### src/rtl/divider_control.sv
// Sequencing FSM for the restoring divider: turns one Run rising edge into the
// INIT, ITER x ITERS, FIX, DONE sequence that drives the Remainder register and ALU.
module divider_control #(
  parameter int ITERS = 32,
  parameter int CNT_W = 6
) (
  input  logic             clk,
  input  logic             Reset,
  input  logic             Run,
  output logic             Rem_init,
  output logic             W_ctrl,
  output logic             SLL_ctrl,
  output logic             SRL_ctrl,
  output logic             Ready,
  output logic             ALU_ctrl,
  output logic             Busy,
  output logic [CNT_W-1:0] Count
);

  typedef enum logic [2:0] {
    S_IDLE,
    S_INIT,
    S_ITER,
    S_FIX,
    S_DONE
  } state_e;

  typedef struct packed {
    logic rem_init;
    logic w;
    logic sll;
    logic srl;
    logic ready;
    logic alu;
    logic busy;
  } ctrl_t;

  localparam logic [CNT_W-1:0] LAST_CNT = CNT_W'(ITERS - 1);

  // Outputs are decoded from the next state and registered, so the registered
  // outputs always describe the state the FSM is currently in.
  function automatic ctrl_t decode(input state_e s);
    ctrl_t c;
    c = '0;
    case (s)
      S_INIT: begin
        c.rem_init = 1'b1;
        c.w        = 1'b1;
        c.sll      = 1'b1;
        c.busy     = 1'b1;
      end
      S_ITER: begin
        c.w    = 1'b1;
        c.sll  = 1'b1;
        c.alu  = 1'b1;
        c.busy = 1'b1;
      end
      S_FIX: begin
        c.srl  = 1'b1;
        c.busy = 1'b1;
      end
      S_DONE:  c.ready = 1'b1;
      default: c = '0;
    endcase
    return c;
  endfunction

  state_e           state_q, state_d;
  logic [CNT_W-1:0] count_q, count_d;
  logic             run_q, run_d;
  ctrl_t            ctrl_q, ctrl_d;
  logic             start;

  // NOTE: every signal assigned here gets a default first, so no path leaves
  // one unassigned and no latch is inferred.
  always_comb begin
    start   = Run & ~run_q;
    run_d   = Run;
    state_d = state_q;
    count_d = count_q;
    case (state_q)
      S_IDLE: begin
        if (start) begin
          state_d = S_INIT;
          count_d = '0;
        end
      end
      S_INIT: begin
        state_d = S_ITER;
        count_d = '0;
      end
      S_ITER: begin
        if (count_q == LAST_CNT) state_d = S_FIX;
        else                     count_d = count_q + 1'b1;
      end
      S_FIX:  state_d = S_DONE;
      S_DONE: begin
        // Restart clears Count on entry to INIT; otherwise hold Ready.
        if (start) begin
          state_d = S_INIT;
          count_d = '0;
        end
      end
      default: state_d = S_IDLE;
    endcase
    ctrl_d = decode(state_d);
  end

  // NOTE: sequential state uses non-blocking assignments so all flops update
  // together from values sampled at the same edge.
  always_ff @(posedge clk) begin
    if (Reset) begin
      state_q <= S_IDLE;
      count_q <= '0;
      run_q   <= 1'b0;
      ctrl_q  <= '0;
    end else begin
      state_q <= state_d;
      count_q <= count_d;
      run_q   <= run_d;
      ctrl_q  <= ctrl_d;
    end
  end

  assign Rem_init = ctrl_q.rem_init;
  assign W_ctrl   = ctrl_q.w;
  assign SLL_ctrl = ctrl_q.sll;
  assign SRL_ctrl = ctrl_q.srl;
  assign Ready    = ctrl_q.ready;
  assign ALU_ctrl = ctrl_q.alu;
  assign Busy     = ctrl_q.busy;
  assign Count    = count_q;

endmodule

### config.mk
export PLATFORM = sky130hd
export DESIGN_NAME = divider_control
export DESIGN_NICKNAME = d
export VERILOG_FILES = /design/src/rtl/divider_control.sv
export SDC_FILE = /design/constraint.sdc
export NUM_CORES = 1
export LEC_CHECK = 0
export CORE_AREA = 2 2 45 47
export CTS_CLUSTER_DIAMETER = 100
export DETAILED_ROUTE_END_ITERATION = 8
export DIE_AREA = 0 0 47 49
export PLACE_DENSITY = 0.8
export SETUP_SLACK_MARGIN = 0.3
export SLEW_MARGIN = 0
export SYNTH_ARGS = -nofsm -noshare
export SYNTH_HDL_FRONTEND = slang
export SYNTH_SLANG_ARGS = --single-unit
### constraint.sdc
create_clock -name clk -period 2.1 [get_ports clk]
set_input_delay 0.63 -clock clk [delete_from_list [all_inputs] [get_ports clk]]
set_output_delay 0.63 -clock clk [all_outputs]
set_load 0.01 [all_outputs]
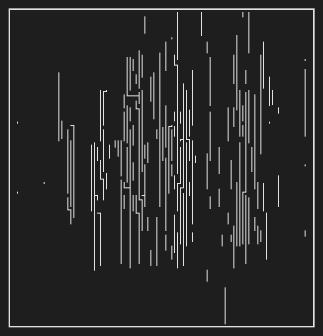
Figure 1: run 1, M2 wires.
nets with wire on the layer = 88
wire length on this layer = 796 um
main direction = vertical
share of all routed wire = 48%
routed via count: 663
drt total wl: 1.67 mm
met2 GRT Util: 26.5%

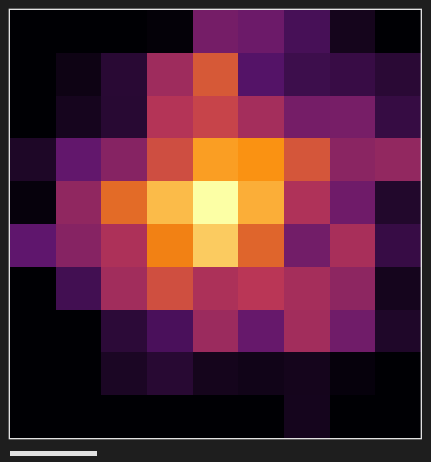
Figure 2: run 1, routed metal per tile.
The bar under the picture is 10 um long. The die is cut into 9 by 10 equal tiles; black is low, pale yellow is high, scaled to the fullest tile. Values are wire area over tile area, all layers added.
densest ninth of the die = center
emptiest ninth of the die = south-west
nearly empty tiles = 26%
tiles over half the peak = 16%
fullest tile = 0.44
mean over tiles = 0.11
drt wl/cell: 13.3 um
Total GRT Usage: 16.3%

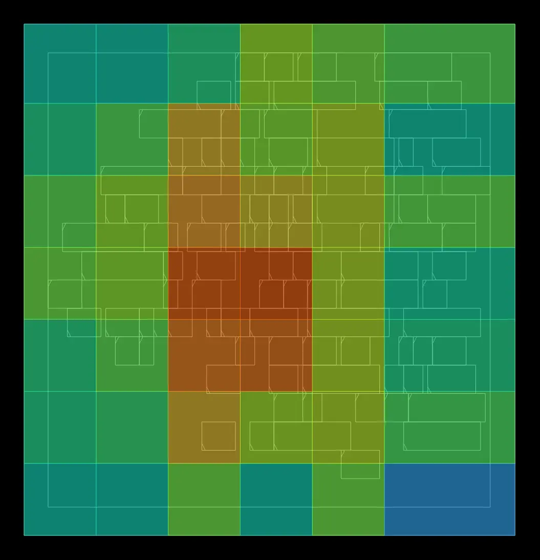
Figure 3: run 1, congestion heat map.
global routing usage on met3: 3.33%
GR peak layer: met2

==> impl_metrics.env, run 1 <==
# implementation run metrics
export IMPL_drive_gt1_share_pct=19.4
export IMPL_die_h_um=49
export IMPL_grt_max_degree=11
export IMPL_cp_endpoint="ALU_ctrl"
export IMPL_hold_class="flip-flop to flip-flop"
export IMPL_hold_viol=0
export IMPL_max_cap_viol_count=0
export IMPL_critical_path_startpoint_type="flip-flop"
export IMPL_synth_cell_types=35
export IMPL_initial_utilization_pct=41.6
export IMPL_cts_buffer_depth=2
export IMPL_outcome="completed"
export IMPL_cp_slowest_stage_delay_ps=520
export IMPL_syn_to_final_growth_pct=29.2
export IMPL_cts_buffers=3
export IMPL_synth_top_area_share_pct=41.8
export IMPL_worstSetupPathType="flip-flop to primary output"
export IMPL_antenna_found_initial=0
export IMPL_final_nets=103
export IMPL_num_io_pins=16
export IMPL_holdPathStages=2
export IMPL_grt_pass1_vias=630
export IMPL_die_w_um=47
export IMPL_cp_arrival_ps=1130
export IMPL_cts_root_buf="clkbuf_4"
export IMPL_end_kind="primary output"
export IMPL_hold_buffers=0
export IMPL_regToRegSetupSlack_ps=590
export IMPL_crit_family="buffers and inverters"
export IMPL_rows=16
export IMPL_postSynthCellCount=82
export IMPL_drt_iter0_markers=9
export IMPL_tightest_slew_ps=475
export IMPL_first_pass_iters=4
export IMPL_yosysCellCount=82
export IMPL_gp_congestion=0.815
export IMPL_grt_pass1_wl_mm=2.77
export IMPL_cts_htree_levels=1
export IMPL_cp_slowest_cell="clkdlybuf4s50_1"
export IMPL_startpoint="ALU_ctrl"
export IMPL_ys_flops=16
[run 1: worst min path at each step]
stage                     from        to  slack, ps
global placement      Count[4]  Count[5]        530
detailed placement    Count[1]  Count[1]        560
floorplan           state_q[2]  ALU_ctrl        500
CTS                   Count[1]  Count[1]        530
finish                Count[1]  Count[1]        530
global route          Count[4]  Count[5]        570
[run 1: cell usage in the layout, fill, tap and decap left out, types with 3 or more instances in the layout]
master,netlist,routed
dfxtp_1,16,11
dfxtp_2,0,5
buf_4,1,3
dlymetal6s2s_1,0,5
nand2_1,3,3
nand4_1,3,3
nand4b_1,3,3
a21oi_1,6,6
nor2_1,5,5
clkbuf_4,0,3
nand3_1,6,6
dlygate4sd2_1,0,8
[run 1: power by group]
group | switching, uW | internal [uW] | total, uW
registers | 10.2 | 315 | 325
logic | 39.6 | 39.3 | 78.9
clock network | 99.8 | 106 | 205
total | 150 | 460 | 609
[run 1: registers in the layout, indices dropped and copies added, names as in the netlist]
register and cells:
Busy 1, Ready 1, Rem_init 1, W_ctrl 1, state_q 3, ALU_ctrl 1
SRL_ctrl 1, run_q 1, Count 6
[run 1: through the flow]
| stage | area, sq um | util [%] | hold slack, ps |
|---|---|---|---|
| CTS | 977 | 53.1 | 531 |
| finish | 990 | 53.7 | 529 |
| detailed placement | 927 | 50.3 | 561 |
| global route | 990 | 53.7 | 566 |
| global placement | 927 | 50.3 | 533 |
| floorplan | 766 | - | 502 |
[run 1: timing repair]
action | CTS | global route
setup buffers | 1 | 0
endpoints found under the setup margin | 8 | 5
resized | 13 | 5
cloned | 1 | 0
[run 1: layer usage]
metal  vias to the layer above  part of all wire (%)
met5                         -                     0
met4                         0                   1.4
met3                         2                   3.8
met2                        17                    48
met1                       307                    47
li1                        337                     -
[run 1: tightest hold or removal path, stage by stage (launching register included)]
cell and delay [ps]:
dfxtp_2 360, nand4_1 70, a31oi_1 60
[run 1: synth_stat cells (all sizes together), types with 3 or more instances]
library cell,number
a211oi,3
clkbuf,5
nor2,5
nand4,3
nand4b,3
nand2,3
dfxtp,16
a21oi,6
nand3,6
[run 1: cells by family (layout without fill, tap and decap cells)]
| logic type | after synthesis | in the layout | synth area share, % |
|---|---|---|---|
| and+or+nand+nor | 38 | 39 | 32.4 |
| AOI/OAI and AO/OA | 16 | 16 | 15.7 |
| DFF | 16 | 16 | 41.8 |
| buffers and inverters | 9 | 24 | 5.88 |
| muxes | 2 | 2 | 2.61 |
| adders and majority gates | 1 | 1 | 1.63 |
[run 1: final cells by class]
| cell class | count | area, sq um |
|---|---|---|
| Fill cell | 185 | 852 |
| Multi-Input combinational cell | 58 | 410 |
| Sequential cell | 16 | 327 |
| Timing Repair Buffer | 18 | 175 |
| Clock buffer | 4 | 36.3 |
| Tap cell | 27 | 33.8 |
| Inverter | 2 | 7.51 |
Figure 4. The metal 1 layer (run 1).
The bar under the picture is 10 um long.
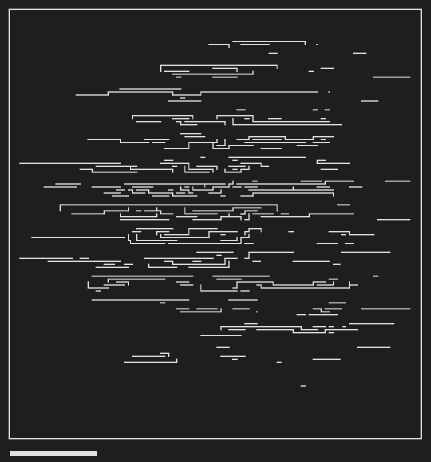

==> run 1 -> run 2 <==
==> constraint.sdc (replaced) <==
create_clock -name clk -period 1.83 [get_ports clk]
set_input_delay 0.549 -clock clk [delete_from_list [all_inputs] [get_ports clk]]
set_output_delay 0.549 -clock clk [all_outputs]
set_load 0.01 [all_outputs]
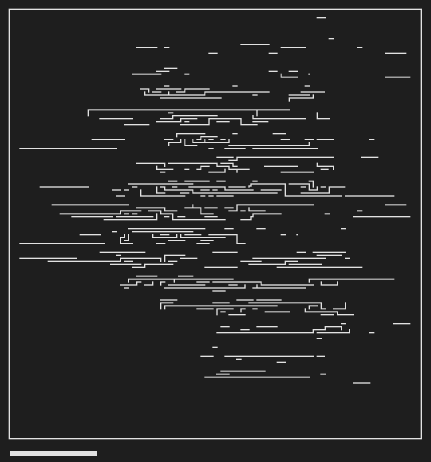
Figure 5: run 2, the metal 1 layer.
The bar under the picture is 10 um long.
longest straight run = 23.0 um
nets with wire on the layer = 96
wire length on this layer = 745 um
routed via count: 733
routing usage on met1: 20.1%
drt total wl: 1.65 mm

==> impl_metrics.env, run 2 <==
# implementation run metrics
export IMPL_end_kind="primary output"
export IMPL_cp_arrival_ps=950
export IMPL_critical_path_startpoint_type="flip-flop"
export IMPL_synth_cell_types=35
export IMPL_cts_buffer_depth=2
export IMPL_grt_max_degree=11
export IMPL_hold_class="flip-flop to flip-flop"
export IMPL_die_w_um=47
export IMPL_synth_top_area_share_pct=41.8
export IMPL_ys_flops=16
export IMPL_regToRegSetupSlack_ps=430
export IMPL_outcome="completed"
export IMPL_top_cell="dfxtp_1"
export IMPL_yosysCellCount=82
export IMPL_top_cells_by_count="dfxtp_1 (16), a21oi_1 (6), nand3_1 (6)"
export IMPL_hold_buffers=0
export IMPL_cts_buffers=3
export IMPL_grt_pass1_vias=709
export IMPL_n_fill_cell=176
export IMPL_hold_viol=0
export IMPL_hold_ws_ps=532
export IMPL_drt_iter0_markers=15
export IMPL_post_cts_buffers=0
export IMPL_num_io_pins=16
export IMPL_post_drt_wl_per_cell_um=13.0
export IMPL_cts_root_buf="clkbuf_4"
export IMPL_first_pass_iters=4
export IMPL_fin_util_pct=54.7
export IMPL_initial_utilization_pct=41.6
export IMPL_worstSetupPathType="flip-flop to primary output"
export IMPL_largest_reg_flops=6
export IMPL_grt_pass1_wl_mm=2.85
export IMPL_cp_slowest_cell="dfxtp_4"
export IMPL_hp_start="Count[1]"
export IMPL_crit_family="flip-flops"
export IMPL_holdPathStages=2
export IMPL_tightest_slew_ps=349
export IMPL_whs_endpoint="Count[1]"
export IMPL_drive_gt1_share_pct=23.0
export IMPL_rows=16
export IMPL_final_nets=105
export IMPL_cts_htree_levels=1
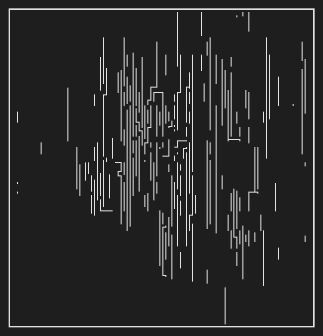
Figure 6: run 2, M2 wires.
wire length on this layer = 773 um
nets with wire on the layer = 95
met2 GRT Util: 27.6%

## run 2: cell counts after synthesis
No cell type changed its count.
## run 2: report_power, final
| group | internal, uW | switching [uW] | leakage [uW] |
|---|---|---|---|
| Combinational | 47.7 | 46.3 | 0.000243 |
| Sequential | 358 | 13.2 | 0.000134 |
| Clock | 121 | 120 | 0.0000210 |
## run 2: kinds of logic (layout without fill, tap and decap cells)
| logic type | Yosys count | count (layout) | share of synthesized area [%] |
|---|---|---|---|
| AOI/OAI and AO/OA | 16 | 16 | 15.7 |
| DFF | 16 | 16 | 41.8 |
| buffers and inverters | 9 | 26 | 5.88 |
| and+or+nand+nor | 38 | 39 | 32.4 |
| muxes | 2 | 2 | 2.61 |
| adders and majority gates | 1 | 1 | 1.63 |
## run 2: final cells by class
type,instances,area [sq um],area share (%)
sequential,16,335,33.3
inverter,2,7.51,0.745
clock buffer,4,36.3,3.60
timing repair buffer,20,171,17.0
tap,27,33.8,3.35
multi-input combinational,58,423,42.0
## run 2: repair_timing
item	in CTS	in global routing
setup endpoints to repair	23	11
gates cloned	1	0
gates resized	19	8
## run 2: worst max path at each step
stage | startpoint | to | slack (ps) | cells past startpoint
4_1_cts | Count[4] | Count[4] | 310 | 1
3_5_place_dp | Run | W_ctrl | -140 | 4
5_1_grt | Count[4] | Count[4] | 300 | 1
2_1_floorplan | Run | W_ctrl | 360 | 4
3_3_place_gp | Run | W_ctrl | -120 | 4
6_report | Count[4] | Count[4] | 330 | 1
## run 2: stage by stage
stage	setup WS, ps	cell area, sq um
2_1_floorplan	357	766
3_3_place_gp	-124	950
3_5_place_dp	-144	950
4_1_cts	314	986
5_1_grt	302	1010
6_report	331	1010
## run 2: metal layers
layer / vias to the layer above / track usage, % / wire length (um)
met5: - / 0 / 0
met4: 0 / 7.41 / 50
met3: 10 / 3.33 / 80
met2: 34 / 27.6 / 772
met1: 344 / 20.1 / 745
li1: 345 / - / -
No activity file was given, so power comes from the tool's default toggle rates.
